$ cat src/rtl/uart_tx_arbiter.sv
// uart_tx_arbiter
// ---------------
// Shares one UART transmitter between NUM_REQ byte requesters using a
// round-robin arbiter that grants one byte per grant, and owns the
// send / data / tx_ready handshake towards the UART.
//
// Handshake summary (all signals sampled on the rising clock edge):
//   requester side: req[i] is a level held until ack[i]; req_data slice i is
//     stable while req[i]=1. ack[i] is a one-cycle pulse in the cycle after
//     the byte was latched. The requester drops req[i] or presents its next
//     byte in the cycle after ack; a req still high is simply a new request.
//   uart side: send is a one-cycle pulse, asserted one cycle after ack, while
//     data_out already holds the byte. tx_ready=1 means the UART is idle; the
//     arbiter waits for tx_ready to fall (transfer started) and then to rise
//     again (transfer done) before granting the next byte.
//
// Ports:
//   clk          system clock
//   reset        asynchronous, active-low reset
//   req          per-requester request level
//   req_data     requester i byte at [i*CHAR_WIDTH +: CHAR_WIDTH]
//   ack          one-cycle grant pulse to the requester whose byte was latched
//   tx_ready     UART idle flag
//   send         one-cycle start pulse to the UART
//   data_out     byte to the UART, held from grant until the next grant
//   busy         high whenever the FSM is not IDLE
//   grant_id     index of the current or last granted requester
//   timeout_err  sticky flag: tx_ready never fell after a send
//   clear_err    synchronous clear of timeout_err (a same-cycle set wins)
//   state_dbg    current FSM state (IDLE=0, ISSUE=1, WAIT_BUSY=2, WAIT_DONE=3)

module uart_tx_arbiter #(
  parameter int NUM_REQ      = 3,
  parameter int CHAR_WIDTH   = 8,
  parameter int BUSY_TIMEOUT = 16
) (
  input  logic                                          clk,
  input  logic                                          reset,
  input  logic [NUM_REQ-1:0]                            req,
  input  logic [NUM_REQ*CHAR_WIDTH-1:0]                 req_data,
  output logic [NUM_REQ-1:0]                            ack,
  input  logic                                          tx_ready,
  output logic                                          send,
  output logic [CHAR_WIDTH-1:0]                         data_out,
  output logic                                          busy,
  output logic [((NUM_REQ > 1) ? $clog2(NUM_REQ) : 1)-1:0] grant_id,
  output logic                                          timeout_err,
  input  logic                                          clear_err,
  output logic [1:0]                                    state_dbg
);

  localparam int GW = (NUM_REQ > 1) ? $clog2(NUM_REQ) : 1;
  localparam int TW = $clog2(BUSY_TIMEOUT + 1);
  localparam logic [TW-1:0] TIMEOUT_LAST = TW'(BUSY_TIMEOUT - 1);
  localparam logic [GW-1:0] RR_RESET     = GW'(NUM_REQ - 1);

  typedef enum logic [1:0] {
    IDLE      = 2'd0,
    ISSUE     = 2'd1,
    WAIT_BUSY = 2'd2,
    WAIT_DONE = 2'd3
  } state_t;

  state_t                  state_q, state_d;
  logic [NUM_REQ-1:0]      ack_q, ack_d;
  logic                    send_q, send_d;
  logic [CHAR_WIDTH-1:0]   data_q, data_d;
  logic [GW-1:0]           grant_q, grant_d;
  logic [GW-1:0]           rr_q, rr_d;
  logic [TW-1:0]           cnt_q, cnt_d;
  logic                    err_q, err_d;

  logic                    any_win;
  logic [GW-1:0]           win_idx;
  int                      cand;
  logic                    grant_now;
  logic                    timeout_hit;

  // Round-robin pick: scan rr+1, rr+2, ... modulo NUM_REQ. The loop walks
  // from the farthest offset to the nearest so the nearest set req is the
  // last assignment and therefore wins.
  always_comb begin
    any_win = 1'b0;
    win_idx = '0;
    cand    = 0;
    for (int i = NUM_REQ; i >= 1; i--) begin
      cand = (int'(rr_q) + i) % NUM_REQ;
      if (req[cand]) begin
        any_win = 1'b1;
        win_idx = GW'(cand);
      end
    end
  end

  assign grant_now   = (state_q == IDLE) && any_win && tx_ready;
  // Last counted cycle of WAIT_BUSY with tx_ready still high.
  assign timeout_hit = (state_q == WAIT_BUSY) && tx_ready && (cnt_q == TIMEOUT_LAST);

  // Next-state logic.
  always_comb begin
    state_d = state_q;
    case (state_q)
      IDLE:      if (grant_now) state_d = ISSUE;
      ISSUE:     state_d = WAIT_BUSY;
      WAIT_BUSY: begin
        if (!tx_ready)        state_d = WAIT_DONE;
        else if (timeout_hit) state_d = IDLE;
      end
      WAIT_DONE: if (tx_ready) state_d = IDLE;
      default:   state_d = IDLE;
    endcase
  end

  // Output / datapath logic. ack and send are registered so both are clean
  // flop outputs: ack appears in the ISSUE cycle, and the send pulse is
  // launched from ISSUE so it appears one cycle later, never overlapping ack.
  always_comb begin
    ack_d   = '0;
    send_d  = 1'b0;
    data_d  = data_q;
    grant_d = grant_q;
    rr_d    = rr_q;
    cnt_d   = cnt_q;
    err_d   = err_q;

    if (clear_err) err_d = 1'b0;

    case (state_q)
      IDLE: begin
        if (grant_now) begin
          ack_d[win_idx] = 1'b1;
          data_d         = req_data[win_idx*CHAR_WIDTH +: CHAR_WIDTH];
          grant_d        = win_idx;
          rr_d           = win_idx;
        end
      end
      ISSUE: begin
        send_d = 1'b1;
        cnt_d  = '0;
      end
      WAIT_BUSY: begin
        if (tx_ready) cnt_d = cnt_q + 1'b1;
      end
      default: ;
    endcase

    // A timeout in the same cycle as clear_err leaves the flag set.
    if (timeout_hit) err_d = 1'b1;
  end

  always_ff @(posedge clk or negedge reset) begin
    if (!reset) begin
      state_q <= IDLE;
      ack_q   <= '0;
      send_q  <= 1'b0;
      data_q  <= '0;
      grant_q <= '0;
      rr_q    <= RR_RESET;
      cnt_q   <= '0;
      err_q   <= 1'b0;
    end else begin
      state_q <= state_d;
      ack_q   <= ack_d;
      send_q  <= send_d;
      data_q  <= data_d;
      grant_q <= grant_d;
      rr_q    <= rr_d;
      cnt_q   <= cnt_d;
      err_q   <= err_d;
    end
  end

  assign ack         = ack_q;
  assign send        = send_q;
  assign data_out    = data_q;
  assign grant_id    = grant_q;
  assign timeout_err = err_q;
  assign busy        = (state_q != IDLE);
  assign state_dbg   = state_q;

endmodule

$ cat config.mk
export PLATFORM = sky130hd
export DESIGN_NAME = uart_tx_arbiter
export DESIGN_NICKNAME = d
export VERILOG_FILES = /design/src/rtl/uart_tx_arbiter.sv
export SDC_FILE = /design/constraint.sdc
export NUM_CORES = 1
export LEC_CHECK = 0
export CAP_MARGIN = 10
export CORE_AREA = 5 5 64 66
export DETAILED_ROUTE_END_ITERATION = 12
export DIE_AREA = 0 0 69 71
export PLACE_DENSITY = 0.82
export SYNTH_ARGS = -nofsm -noshare
export SYNTH_HDL_FRONTEND = slang
export SYNTH_SLANG_ARGS = --single-unit
$ cat constraint.sdc
create_clock -name clk -period 6.4 [get_ports clk]
set_clock_uncertainty 0.05 [all_clocks]
set_input_delay 0.96 -clock clk [delete_from_list [all_inputs] [get_ports clk]]
set_output_delay 0.96 -clock clk [all_outputs]
set_load 0.01 [all_outputs]
**M1 wires**

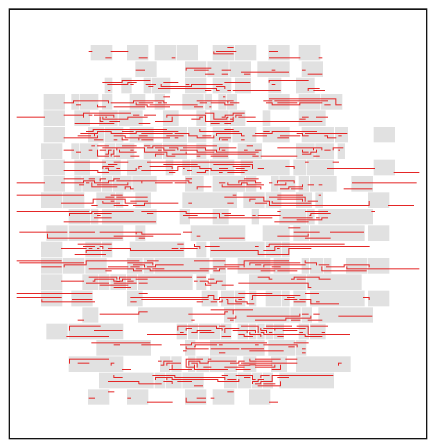
nets with wire on the layer: 223
longest straight run: 17.5 um
vias: 1556
met1 GRT Util: 0.219
final wirelength: 4.07 mm

**Metal 2**

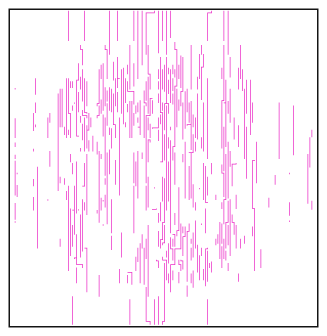
share of all routed wire: 48%
main direction: vertical
met2 usage: 0.267

==> flow_summary.json <==
{
  "logic_gates": 128,
  "clkSlewWorstSetupHoldPaths_ns": 0.11,
  "syn_nets": 216,
  "final-clk-cell-share": 0.0121,
  "num-nonclk-inverters": 14,
  "ant_nets": 0,
  "layout_top_cells": "clkdlybuf4s50_1 (48), dfrtp_1 (22), inv_1 (14)",
  "final.setup.worst_slack_ns": 2.69,
  "cts_hold_buf": 0,
  "final_cells": 265,
  "numCtsBuffers": 3,
  "xor_share": 0,
  "yosys.area.top_type": "dfrtp_1",
  "setup_tns_ns": 0,
  "bufAreaShareNonClock": 0.222,
  "grt_util_all_layers": 0.158,
  "power-per-cell-area_nw_per_um2": 408,
  "holdPathEnd": "grant_id[1]",
  "rows": 22,
  "period_used_share": 0.579,
  "cts-root-buf": "clkbuf_4",
  "die_h_um": 71,
  "max_slew_margin": 0.225,
  "n_clock_buffer": 4,
  "dominant-cell-class": "logic gates",
  "avgSynthCellArea_um2": 9.32,
  "drt-vias-per-instance": 5.87,
  "firstDrtPassIters": 4,
  "drcViolationCount": 0,
  "grt_pass1_wl_mm": 6.60,
  "switching_share": 0.444,
  "r2r-start": "rr_q[1]",
  "numSequentialCells": 23,
  "ys_sh_mux": 0.0472,
  "top_area_frac": 0.330,
  "die_w_um": 69,
  "io_pins": 49,
  "dp_hpwl_mm": 3.06,
  "warnings": 29,
  "yosys-stat-area_um2": 1670,
  "place.gp.congestion": 0.873,
  "crit_arrival_ns": 3.89,
  "grt_setup_unrepaired": "no",
  "area_leaders": "dfrtp_1 (33%), o2111a_1 (5.4%), ha_1 (4.5%), a311oi_1 (4.2%), o311ai_0 (4.2%)",
  "syn_area_um2": 1670,
  "syn2layout_area_growth_pct": 29.9,
  "ff_type": "dfrtp_1",
  "antenna_found_initial": 0,
  "p_clk_mw": 0.0650,
  "crit_path_start": "req[1]",
  "drive_above_1_share": 0.0599,
  "rrSetupSlack_ns": 2.98,
  "p_int_mw": 0.492,
  "cts.sinks": 23,
  "status": "finished, final reports clean",
  "coreArea_um2": 3520,
  "logic_area_um2": 972,
  "post_dp_cell_area_um2": 2140,
  "crit_required_ns": 6.58,
  "ys_seq_elements": 23,
  "grt_max_degree": 31,
  "largest_reg_flops": 8
}
**M3 wires**

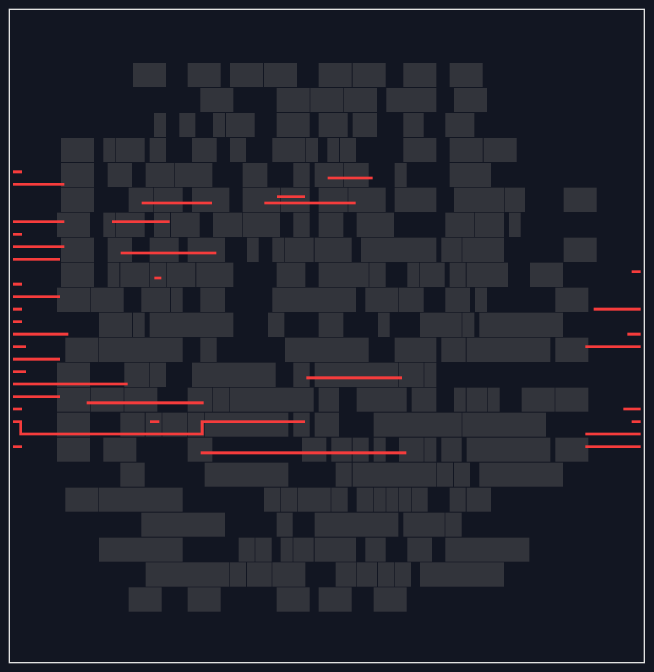
nets with wire on the layer: 37
main direction: horizontal
share of all routed wire: 5.1%
wire length on this layer: 207 um
longest straight run: 22.1 um
M3 GR Usage: 0.0341

**Sequential cells grouped by signal name**

Bar = 20 um.
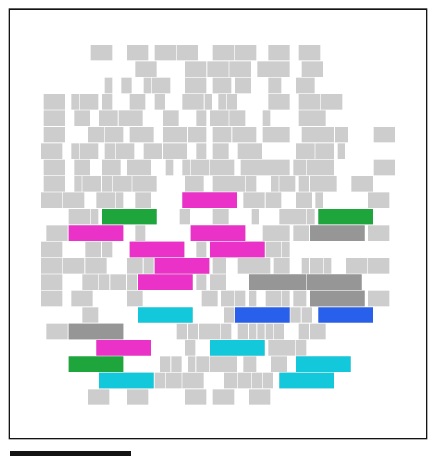
legend:
  blue:
    netlist_name: `state_dbg`
    placed_flops: 2
  cyan:
    netlist_name: `cnt_q`
    placed_flops: 5
  magenta:
    netlist_name: `data_out`
    placed_flops: 8
  green:
    netlist_name: `ack`
    placed_flops: 3
not coloured: 5
Power Sequential: 0.259 mW
Flop area: 577 um2
Post-Route Utilization: 0.615

## cell usage after synthesis, drive strengths merged, types with 3 or more instances
cell type	number
dfrtp	22
o21ai	16
inv	14
nand3	11
buf	10
nand3b	9
a22oi	8
a311oi	8
o2111a	8
o311ai	8
a21oi	6
ha	6
nor2	6
nand2	5
a21o	4
clkbuf	4
mux2i	4
nor2b	4
o211ai	3
## layer usage
metal	global-route usage	vias up	part of all wire
met5	0	-	0
met4	0.00651	0	0.0037
li1	-	773	-
met2	0.267	49	0.48
met3	0.0341	2	0.051
met1	0.219	732	0.47
## worst max-delay path, cell delays in order
cell             delay, ns
clkdlybuf4s50_1       0.53
nor2b_1               0.67
mux2i_4               0.38
a2111oi_2             1.05
a22oi_1               0.14
o21ai_1               0.14
Power is estimated from default activity; no workload was simulated.
